### src/rtl/lcd_msg_scheduler_pkg.sv
// ---------------------------------------------------------------------------
// lcd_msg_scheduler_pkg
// Shared definitions for the LCD status-screen scheduler: screen codes,
// FSM state encoding, request-vector layout and the fixed-priority helpers.
//
// Request vector layout (bit -> screen):
//   0 SELECT, 1 COIN, 2 PAY, 3 CHARGE, 4 NONENOUGH, 5 COIN_OV
// A higher bit index means a higher priority, and bit i maps to screen i+1.
// ---------------------------------------------------------------------------
package lcd_msg_scheduler_pkg;

  typedef enum logic [2:0] {
    MSG_IDLE      = 3'd0,
    MSG_SELECT    = 3'd1,
    MSG_COIN      = 3'd2,
    MSG_PAY       = 3'd3,
    MSG_CHARGE    = 3'd4,
    MSG_NONENOUGH = 3'd5,
    MSG_COIN_OV   = 3'd6
  } msg_e;

  typedef enum logic {
    S_IDLE = 1'b0,
    S_SHOW = 1'b1
  } state_e;

  localparam int NUM_REQ = 6;

  typedef logic [NUM_REQ-1:0] req_t;

  // Error screens (NONENOUGH, COIN_OV) are the two highest-priority requests.
  localparam req_t ERR_MASK = 6'b11_0000;

  // Highest-priority pending request wins; MSG_IDLE when nothing is pending.
  function automatic msg_e pick_winner(input req_t req);
    msg_e win;
    win = MSG_IDLE;
    for (int i = 0; i < NUM_REQ; i++) begin
      if (req[i]) win = msg_e'(3'(i + 1));
    end
    return win;
  endfunction

  // One-hot request bit belonging to a screen (all zero for IDLE).
  function automatic req_t req_mask(input msg_e m);
    req_t mask;
    mask = '0;
    for (int i = 0; i < NUM_REQ; i++) begin
      if (m == msg_e'(3'(i + 1))) mask[i] = 1'b1;
    end
    return mask;
  endfunction

  function automatic logic is_error(input msg_e m);
    return (m == MSG_COIN_OV) || (m == MSG_NONENOUGH);
  endfunction

endpackage

### src/rtl/lcd_frame_tick.sv
// ---------------------------------------------------------------------------
// lcd_frame_tick
// Turns the LCD vsync level into a one-cycle frame boundary strobe.
// lcd_vs is registered once; the edge of the selected polarity between the
// live input and that register is itself registered, so frame_tick is high
// for exactly the cycle after the edge has been sampled.
//
// Ports
//   lcd_pclk    in  pixel clock
//   rst_n       in  asynchronous active-low reset
//   lcd_vs      in  vsync (same clock domain)
//   frame_tick  out one-cycle strobe per frame boundary
// ---------------------------------------------------------------------------
module lcd_frame_tick #(
  parameter bit VS_ACTIVE_LOW = 1'b1
) (
  input  logic lcd_pclk,
  input  logic rst_n,
  input  logic lcd_vs,
  output logic frame_tick
);

  // The register resets to the inactive vsync level so a vsync that is
  // already idle at reset release does not look like a boundary.
  localparam logic VS_IDLE = VS_ACTIVE_LOW ? 1'b1 : 1'b0;

  logic r_vs;
  logic r_tick;
  logic w_edge;

  assign w_edge = VS_ACTIVE_LOW ? (r_vs & ~lcd_vs) : (~r_vs & lcd_vs);

  // NOTE: sequential state is written with non-blocking assignments so every
  // register samples the pre-edge value of its inputs, independent of order.
  always_ff @(posedge lcd_pclk or negedge rst_n) begin
    if (!rst_n) begin
      r_vs   <= VS_IDLE;
      r_tick <= 1'b0;
    end else begin
      r_vs   <= lcd_vs;
      r_tick <= w_edge;
    end
  end

  assign frame_tick = r_tick;

endmodule

### src/rtl/lcd_msg_scheduler.sv
// ---------------------------------------------------------------------------
// lcd_msg_scheduler
// Chooses the status screen rendered by lcd_display. Rising edges of the
// vending-FSM event flags become pending requests; a fixed-priority arbiter
// picks the next screen, which is committed only on a frame boundary and
// held for HOLD_FRAMES frames. Error screens pre-empt non-error screens.
//
// Ports
//   lcd_pclk        in   pixel clock
//   rst_n           in   asynchronous active-low reset
//   lcd_vs          in   vsync from lcd_driver
//   product_sel     in   SELECT request (rising edge)
//   if_coin_flag    in   COIN request (rising edge)
//   if_pay_flag     in   PAY request (rising edge)
//   if_charge_flag  in   CHARGE request (rising edge)
//   nonenough_flag  in   NONENOUGH request (rising edge)
//   coin_ov_flag    in   COIN_OV request (rising edge)
//   product_number  in   product, captured at commit
//   coin_val_sum    in   coin total, captured at commit
//   msg_id          out  current screen code
//   msg_prod        out  product snapshot for current screen
//   msg_val         out  coin total snapshot for current screen
//   msg_change      out  one-cycle pulse when msg_id/msg_prod/msg_val update
//   busy            out  high while a non-IDLE screen is held
// ---------------------------------------------------------------------------
module lcd_msg_scheduler
  import lcd_msg_scheduler_pkg::*;
#(
  parameter int HOLD_FRAMES   = 120,
  parameter int CNT_W         = 8,
  parameter bit VS_ACTIVE_LOW = 1'b1
) (
  input  logic        lcd_pclk,
  input  logic        rst_n,
  input  logic        lcd_vs,
  input  logic        product_sel,
  input  logic        if_coin_flag,
  input  logic        if_pay_flag,
  input  logic        if_charge_flag,
  input  logic        nonenough_flag,
  input  logic        coin_ov_flag,
  input  logic [3:0]  product_number,
  input  logic [10:0] coin_val_sum,
  output logic [2:0]  msg_id,
  output logic [3:0]  msg_prod,
  output logic [10:0] msg_val,
  output logic        msg_change,
  output logic        busy
);

  // The counter counts remaining frames after the commit tick, so it is
  // loaded with HOLD_FRAMES-1 and the screen changes on the tick that finds 0.
  localparam logic [CNT_W-1:0] HOLD_RELOAD = CNT_W'(HOLD_FRAMES - 1);

  logic            w_frame_tick;

  req_t            w_flags;
  req_t            r_flags_d;
  req_t            w_rise;
  req_t            r_pending;
  req_t            w_clear;

  state_e          r_state;
  state_e          w_state_nxt;
  logic [CNT_W-1:0] r_cnt;
  logic [CNT_W-1:0] w_cnt_nxt;

  msg_e            r_msg_id;
  logic [3:0]      r_msg_prod;
  logic [10:0]     r_msg_val;
  logic            r_msg_change;

  msg_e            w_winner;
  msg_e            w_err_winner;
  logic            w_any_pend;
  logic            w_err_pend;
  logic            w_commit;
  msg_e            w_commit_msg;
  logic            w_to_idle;

  // -------------------------------------------------------------------------
  // Frame boundary strobe
  // -------------------------------------------------------------------------
  lcd_frame_tick #(
    .VS_ACTIVE_LOW (VS_ACTIVE_LOW)
  ) u_frame_tick (
    .lcd_pclk   (lcd_pclk),
    .rst_n      (rst_n),
    .lcd_vs     (lcd_vs),
    .frame_tick (w_frame_tick)
  );

  // -------------------------------------------------------------------------
  // Flag edge detection and pending requests
  // -------------------------------------------------------------------------
  assign w_flags = {coin_ov_flag, nonenough_flag, if_charge_flag,
                    if_pay_flag, if_coin_flag, product_sel};
  assign w_rise  = w_flags & ~r_flags_d;

  always_ff @(posedge lcd_pclk or negedge rst_n) begin
    if (!rst_n) begin
      r_flags_d <= '0;
      r_pending <= '0;
    end else begin
      r_flags_d <= w_flags;
      // A new edge in the same cycle as the commit of that screen survives,
      // so the request is served again later instead of being lost.
      r_pending <= (r_pending & ~w_clear) | w_rise;
    end
  end

  // -------------------------------------------------------------------------
  // Arbitration
  // -------------------------------------------------------------------------
  assign w_winner     = pick_winner(r_pending);
  assign w_err_winner = pick_winner(r_pending & ERR_MASK);
  assign w_any_pend   = |r_pending;
  assign w_err_pend   = |(r_pending & ERR_MASK);

  // -------------------------------------------------------------------------
  // FSM next state, hold counter and commit decision
  // -------------------------------------------------------------------------
  // NOTE: every signal driven here gets a default first, so no path through
  // the case leaves a value unassigned and no latch is inferred.
  always_comb begin
    w_state_nxt  = r_state;
    w_cnt_nxt    = r_cnt;
    w_commit     = 1'b0;
    w_commit_msg = MSG_IDLE;
    w_to_idle    = 1'b0;

    unique case (r_state)
      S_IDLE: begin
        if (w_frame_tick && w_any_pend) begin
          w_commit     = 1'b1;
          w_commit_msg = w_winner;
          w_cnt_nxt    = HOLD_RELOAD;
          w_state_nxt  = S_SHOW;
        end
      end
      S_SHOW: begin
        if (w_frame_tick) begin
          if (w_err_pend && !is_error(r_msg_id)) begin
            // Error pre-empts a non-error screen and restarts the hold.
            w_commit     = 1'b1;
            w_commit_msg = w_err_winner;
            w_cnt_nxt    = HOLD_RELOAD;
          end else if (r_cnt == '0) begin
            if (w_any_pend) begin
              w_commit     = 1'b1;
              w_commit_msg = w_winner;
              w_cnt_nxt    = HOLD_RELOAD;
            end else begin
              w_to_idle   = 1'b1;
              w_state_nxt = S_IDLE;
            end
          end else begin
            w_cnt_nxt = r_cnt - CNT_W'(1);
          end
        end
      end
      default: begin
        w_state_nxt = S_IDLE;
      end
    endcase
  end

  assign w_clear = w_commit ? req_mask(w_commit_msg) : '0;

  always_ff @(posedge lcd_pclk or negedge rst_n) begin
    if (!rst_n) begin
      r_state <= S_IDLE;
      r_cnt   <= '0;
    end else begin
      r_state <= w_state_nxt;
      r_cnt   <= w_cnt_nxt;
    end
  end

  // -------------------------------------------------------------------------
  // Output registers: screen code and snapshots change together with a
  // single msg_change pulse; the return to IDLE keeps the last snapshots.
  // -------------------------------------------------------------------------
  always_ff @(posedge lcd_pclk or negedge rst_n) begin
    if (!rst_n) begin
      r_msg_id     <= MSG_IDLE;
      r_msg_prod   <= '0;
      r_msg_val    <= '0;
      r_msg_change <= 1'b0;
    end else if (w_commit) begin
      r_msg_id     <= w_commit_msg;
      r_msg_prod   <= product_number;
      r_msg_val    <= coin_val_sum;
      r_msg_change <= 1'b1;
    end else if (w_to_idle) begin
      r_msg_id     <= MSG_IDLE;
      r_msg_change <= 1'b1;
    end else begin
      r_msg_change <= 1'b0;
    end
  end

  assign msg_id     = r_msg_id;
  assign msg_prod   = r_msg_prod;
  assign msg_val    = r_msg_val;
  assign msg_change = r_msg_change;
  // r_state updates on the same edge as r_msg_id, so busy tracks the screen.
  assign busy       = (r_state == S_SHOW);

endmodule

### config.mk
export PLATFORM = sky130hd
export DESIGN_NAME = lcd_msg_scheduler
export DESIGN_NICKNAME = d
export VERILOG_FILES = /design/src/rtl/lcd_msg_scheduler_pkg.sv /design/src/rtl/lcd_frame_tick.sv /design/src/rtl/lcd_msg_scheduler.sv
export SDC_FILE = /design/constraint.sdc
export NUM_CORES = 1
export LEC_CHECK = 0
export ABC_CLOCK_PERIOD_IN_PS = 4100
export CORE_ASPECT_RATIO = 1.25
export CORE_MARGIN = 10
export CORE_UTILIZATION = 40
export CTS_CLUSTER_DIAMETER = 30
export DETAILED_ROUTE_END_ITERATION = 7
export PLACE_DENSITY = 0.78
export SYNTH_ARGS = -nofsm -noshare
export SYNTH_HDL_FRONTEND = slang
export SYNTH_SLANG_ARGS = --single-unit
### constraint.sdc
create_clock -name lcd_pclk -period 4.1 [get_ports lcd_pclk]
set_clock_uncertainty 0.1 [all_clocks]
set_input_delay 0.615 -clock lcd_pclk [delete_from_list [all_inputs] [get_ports lcd_pclk]]
set_output_delay 0.615 -clock lcd_pclk [all_outputs]
set_load 0.01 [all_outputs]
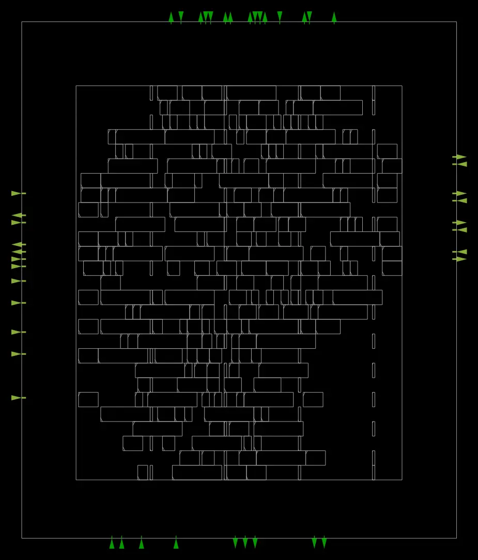
**Above:** run 1 (placement view).
tapcell count: 58
core area: 4460 um2

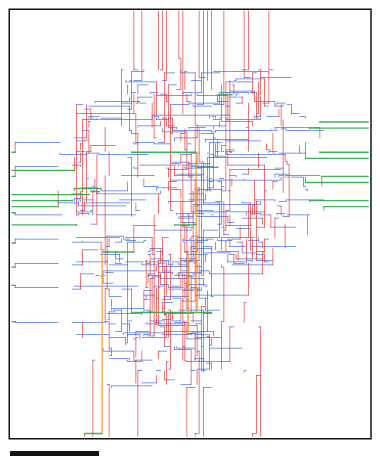
**Above:** run 1 (routed metal, one color a layer).
Scale bar: 20 um.
met4 -> orange  # wire length 95.2 um
met1 -> blue  # wire length 1620 um
met2 -> red  # wire length 1810 um
met3 -> green  # wire length 237 um
Post-Route WL: 3760 um
vias: 1424
GRT Total Usage: 0.102
drt wl/cell: 13.1 um

==> impl_metrics.toml, run 1 <==
# synthesis and place-and-route metrics
[setup_path]
cpPeakStageDelay_ps = 720
endpoint = "r_cnt[4]$_DFFE_PN0P_"
path_max_fanout = 19
r2r_cells = 5
cp-start-kind = "flop"
critical_path_class = "reg2reg"
startpoint = "r_cnt[3]$_DFFE_PN0P_"
r2r_start = "r_cnt[3]$_DFFE_PN0P_"
required_ps = 4230
r2r_end = "r_cnt[4]$_DFFE_PN0P_"

[layout]
n_all_inverters = 12
final_util = 0.546
largest_register_ffs = 11
area_delta_synth_final_pct = 30.8
seq_cells = 42
layout-drive-gt1-share = 0.0696
clk_share = 0.0437
combGateArea_um2 = 724
comb_cells = 124
ff_latch_area_um2 = 1050
buf_share = 0.178
dominant_cells = "sequential cells"
n_clock_buffer = 7
signal_buffers = 44

[power]
share_seq_of_total_power = 0.427
clock_power_share = 0.213
p_seq_uw = 628
p_leak_nw = 1.08
power-top-group = "sequential cells"
powerDensity_nw_per_um2 = 605
comb_power_uw = 530
ir_worst_vdd_uv = 263
pwr-share-comb = 0.360
clk-power_uw = 314

[logic_synthesis]
synth_seq_share = 0.566
ys_chip_area_um2 = 1860
edf_count = 0
syn-num-nets = 211
synthArstFlopShare = 1.00
numSynthFlops = 42
synth_warnings = 0
ys.flop_type = "dfrtp_1"

[grt]
grt_pass1_vias = 1436
grt.overflow.total = 0
grt-busiest-layer = "met2"
antenna_found_initial = 0
use_met1 = 0.113
grt_pass1_wl_um = 6270

[clock_network]
cts_max_path_buffers = 2
htreeDepth = 2
tritoncts = "built"
post_cts_resized = 0
cts-root-buf = "clkbuf_8"
clk-insertion-delay-late_ps = 290

[sta]
rsz0062_at_grt = "false"
maxSlewViolCount = 0
whs_ps = 319
fin_crit_ps = 2480
final.period_utilization = 0.605

[detailed_routing]
dr.pass1.iters = 4
post-route-drc-count = 0
drt-initial-drc-count = 96

[run]
tool_warnings = 27

[status]
status = "finished, final reports clean"

[die]
dieArea_um2 = 7800
die_x_um = 81
die_y_um = 96.3

[placed_design]
io_buffers = 43
place_inst = 280
globalplace.congestion = 0.867

[worst_hold_path]
hold_depth = 1
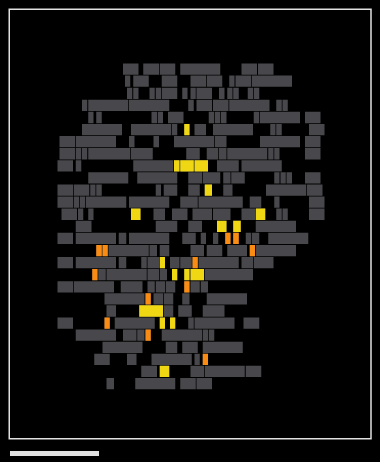
**Above:** run 1 (selected gate families).
Scale bar: 20 um.
NOR gates -> yellow  # cells 17, where center
inverters -> orange  # cells 12
most frequent logic cell in the layout: nand2_1
Comb area share: 0.298
Non-Filler Instances: 288

run 1: logic make-up after synthesis:
| family | Yosys count | share of synthesized area |
|---|---|---|
| simple gates | 82 | 0.204 |
| flops | 42 | 0.566 |
| compound gates | 37 | 0.158 |
| buf+inv | 19 | 0.0451 |
| xor+xnor | 3 | 0.0141 |
| fa+ha+maj | 2 | 0.0134 |
run 1: cells in the final DEF (no fill, tap or decap), drive strengths merged, types with 2 or more instances in the layout:
| cell | n |
|---|---|
| nand2 | 54 |
| clkdlybuf4s50 | 42 |
| or3 | 3 |
| ha | 2 |
| nor3 | 2 |
| a31oi | 4 |
| buf | 2 |
| xor2 | 2 |
| clkbuf | 7 |
| dfrtp | 41 |
| nor2b | 3 |
| o21ai | 8 |
| o31ai | 2 |
| or4 | 2 |
| o211ai | 2 |
| nand2b | 2 |
| nand3 | 2 |
| inv | 12 |
| nor2 | 7 |
| nor4b | 4 |
| a21oi | 4 |
run 1: routing by layer:
metal | routed length [um] | up-vias
li1 | - | 721
met1 | 1620 | 660
met2 | 1810 | 35
met3 | 237 | 8
met4 | 95 | 0
met5 | 0 | -
run 1: synth_stat cells, types with 2 or more instances:
cell	instances	area, um2
inv_1	12	45.0
o31ai_1	2	15.0
nor2b_1	3	18.8
nand3_1	2	10.0
xor2_1	2	17.5
nor2_1	7	26.3
or3_1	3	18.8
a31oi_1	4	25.0
nand2b_1	2	12.5
o21ai_0	8	40.0
nor4b_1	3	26.3
clkbuf_1	2	7.51
a21oi_2	2	17.5
dfrtp_1	41	1030
nor3_1	2	10.0
a21oi_1	2	10.0
nand2_1	54	203
buf_2	4	20.0
ha_1	2	25.0
run 1: worst register-to-register path, stage by stage (launching register included):
cell and delay [ps]:
dfrtp_1 440, or4_4 600, o41ai_4 340, a32o_1 720, a211oi_1 100, nor2_1 130
## Run 2: what changed since run 1
ABC_CLOCK_PERIOD_IN_PS = 2330   (was 4100)
clock period = 2.33 ns   (was 4.1 ns; I/O delays follow)
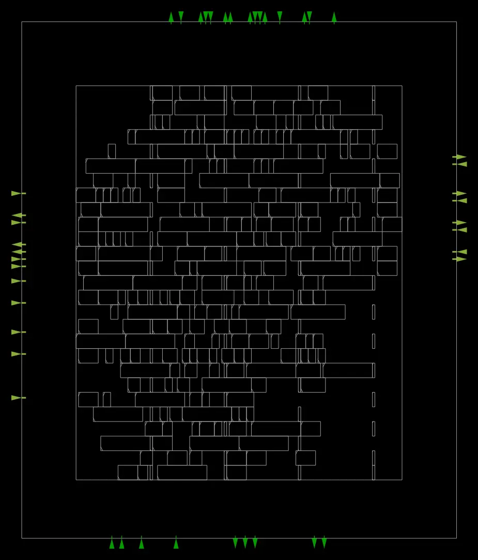
**Above:** run 2 (placement view).
flop share of the area: 0.416
Fillers: 418
fin util: 0.567
flop count: 42
Non-Filler Instances: 299

==> run 2 against run 1 <==
Effect of this change:
- register-to-register slack got worse by 1500 ps
- synthesized area unchanged
- worst setup slack got worse by 1500 ps
- clock power rose by 55%
- worst hold slack got worse by 4.2 ps
- synthesized cell count stayed put
- critical path depth stayed put
- critical path type unchanged
==> impl_metrics.toml, run 2 <==
# synthesis and place-and-route metrics
[setup_path]
cpPeakStageDelay_ps = 580
required_ps = 2400
path_max_fanout = 5
cp-start-kind = "flop"

[logic_synthesis]
synthAoiAreaFrac = 0.158
synth_warnings = 0
numSynthFlops = 42
ys_chip_area_um2 = 1860
edf_count = 0
adder_share = 0.0134
synth_seq_share = 0.566
ys_sh_simple = 0.204
synthXorXnorAreaFrac = 0.0141
yosys-top-cells-area = "dfrtp_1, nand2_1, inv_1"
top_cell = "nand2_1"
synthTopLogicFamily = "simple AND/OR/NAND/NOR gates"

[layout]
area_delta_synth_final_pct = 35.8
largest_register_ffs = 11
layout_top_cell = "nand2_1"
lay_top_cells = "nand2_1, clkdlybuf4s50_1, dfrtp_1"
layout-drive-gt1-share = 0.120

[power]
p_leak_nw = 1.13
ir_worst_vdd_uv = 537
powerDensity_nw_per_um2 = 1030

[detailed_routing]
post-route-drc-count = 0
dr_total_vias = 1477
dr.pass1.iters = 4
routed_wl_um = 4100
drt-initial-drc-count = 95

[clock_network]
htreeDepth = 2
tritoncts = "built"
cts-root-buf = "clkbuf_8"

[die]
die_y_um = 96.3
die_x_um = 81
core_um2 = 4460
dieArea_um2 = 7800

[grt]
antenna_found_initial = 0
grt_pass1_vias = 1497
grt_pass1_wl_um = 7100
grt.overflow.total = 0

[status]
status = "finished, final reports clean"

[run]
tool_warnings = 28

[sta]
final.period_utilization = 0.951
fin_crit_ps = 2220
rsz0062_at_grt = "true"

[placed_design]
globalplace.congestion = 0.821
==> run 2: report_power, final <==
group / internal, mW / switching [mW] / total, mW
Sequential: 0.947 / 0.145 / 1.09
Combinational: 0.533 / 0.490 / 1.02
Clock: 0.238 / 0.250 / 0.488
Total: 1.72 / 0.885 / 2.60
==> run 2: timing repair <==
| item | CTS | global route |
|---|---|---|
| resized | 0 | 1 |
| hold buffers | 1 | 0 |
| hold endpoints to repair | 17 | 0 |
| setup buffers | 0 | 2 |
| setup endpoints to repair | 0 | 6 |
==> run 2: cell type report <==
type                    instances  area [um2]  area share
flip-flops and latches         42        1050       0.416
clock buffers                   6        82.6      0.0327
clock inverters                 2        12.5     0.00495
well taps                      58        72.6      0.0287
repair buffers                 55         531       0.210
multi-input cells             124         732       0.290
inverters                      12        45.0      0.0178
==> run 2: worst paths after layout <==
path | from | end | slack [ps] | cells past startpoint
max in group asynchronous | rst_n | msg_prod[0]$_DFFE_PN0P_ | 1170 | 3
max reg2reg | r_cnt[3]$_DFFE_PN0P_ | r_pending[2]$_DFF_PN0_ | 110 | 5
min | r_flags_d[4]$_DFF_PN0_ | r_pending[4]$_DFF_PN0_ | 310 | 1
max | r_cnt[3]$_DFFE_PN0P_ | r_pending[2]$_DFF_PN0_ | 110 | 5
min in group asynchronous | rst_n | r_flags_d[0]$_DFF_PN0_ | 430 | 2
min reg2reg | r_flags_d[4]$_DFF_PN0_ | r_pending[4]$_DFF_PN0_ | 310 | 1
==> run 2: kinds of logic after synthesis <==
logic type	Yosys count
compound gates	37
xor+xnor	3
fa+ha+maj	2
buf+inv	19
flops	42
simple gates	82
==> run 2: per-layer routing <==
layer,GRT usage,vias up,part of all wire
li1,-,737,-
met5,0,-,0
met1,0.131,699,0.42
met3,0.0317,6,0.054
met2,0.191,35,0.51
met4,0.0564,0,0.017
No activity file was given, so power comes from the tool's default toggle rates.
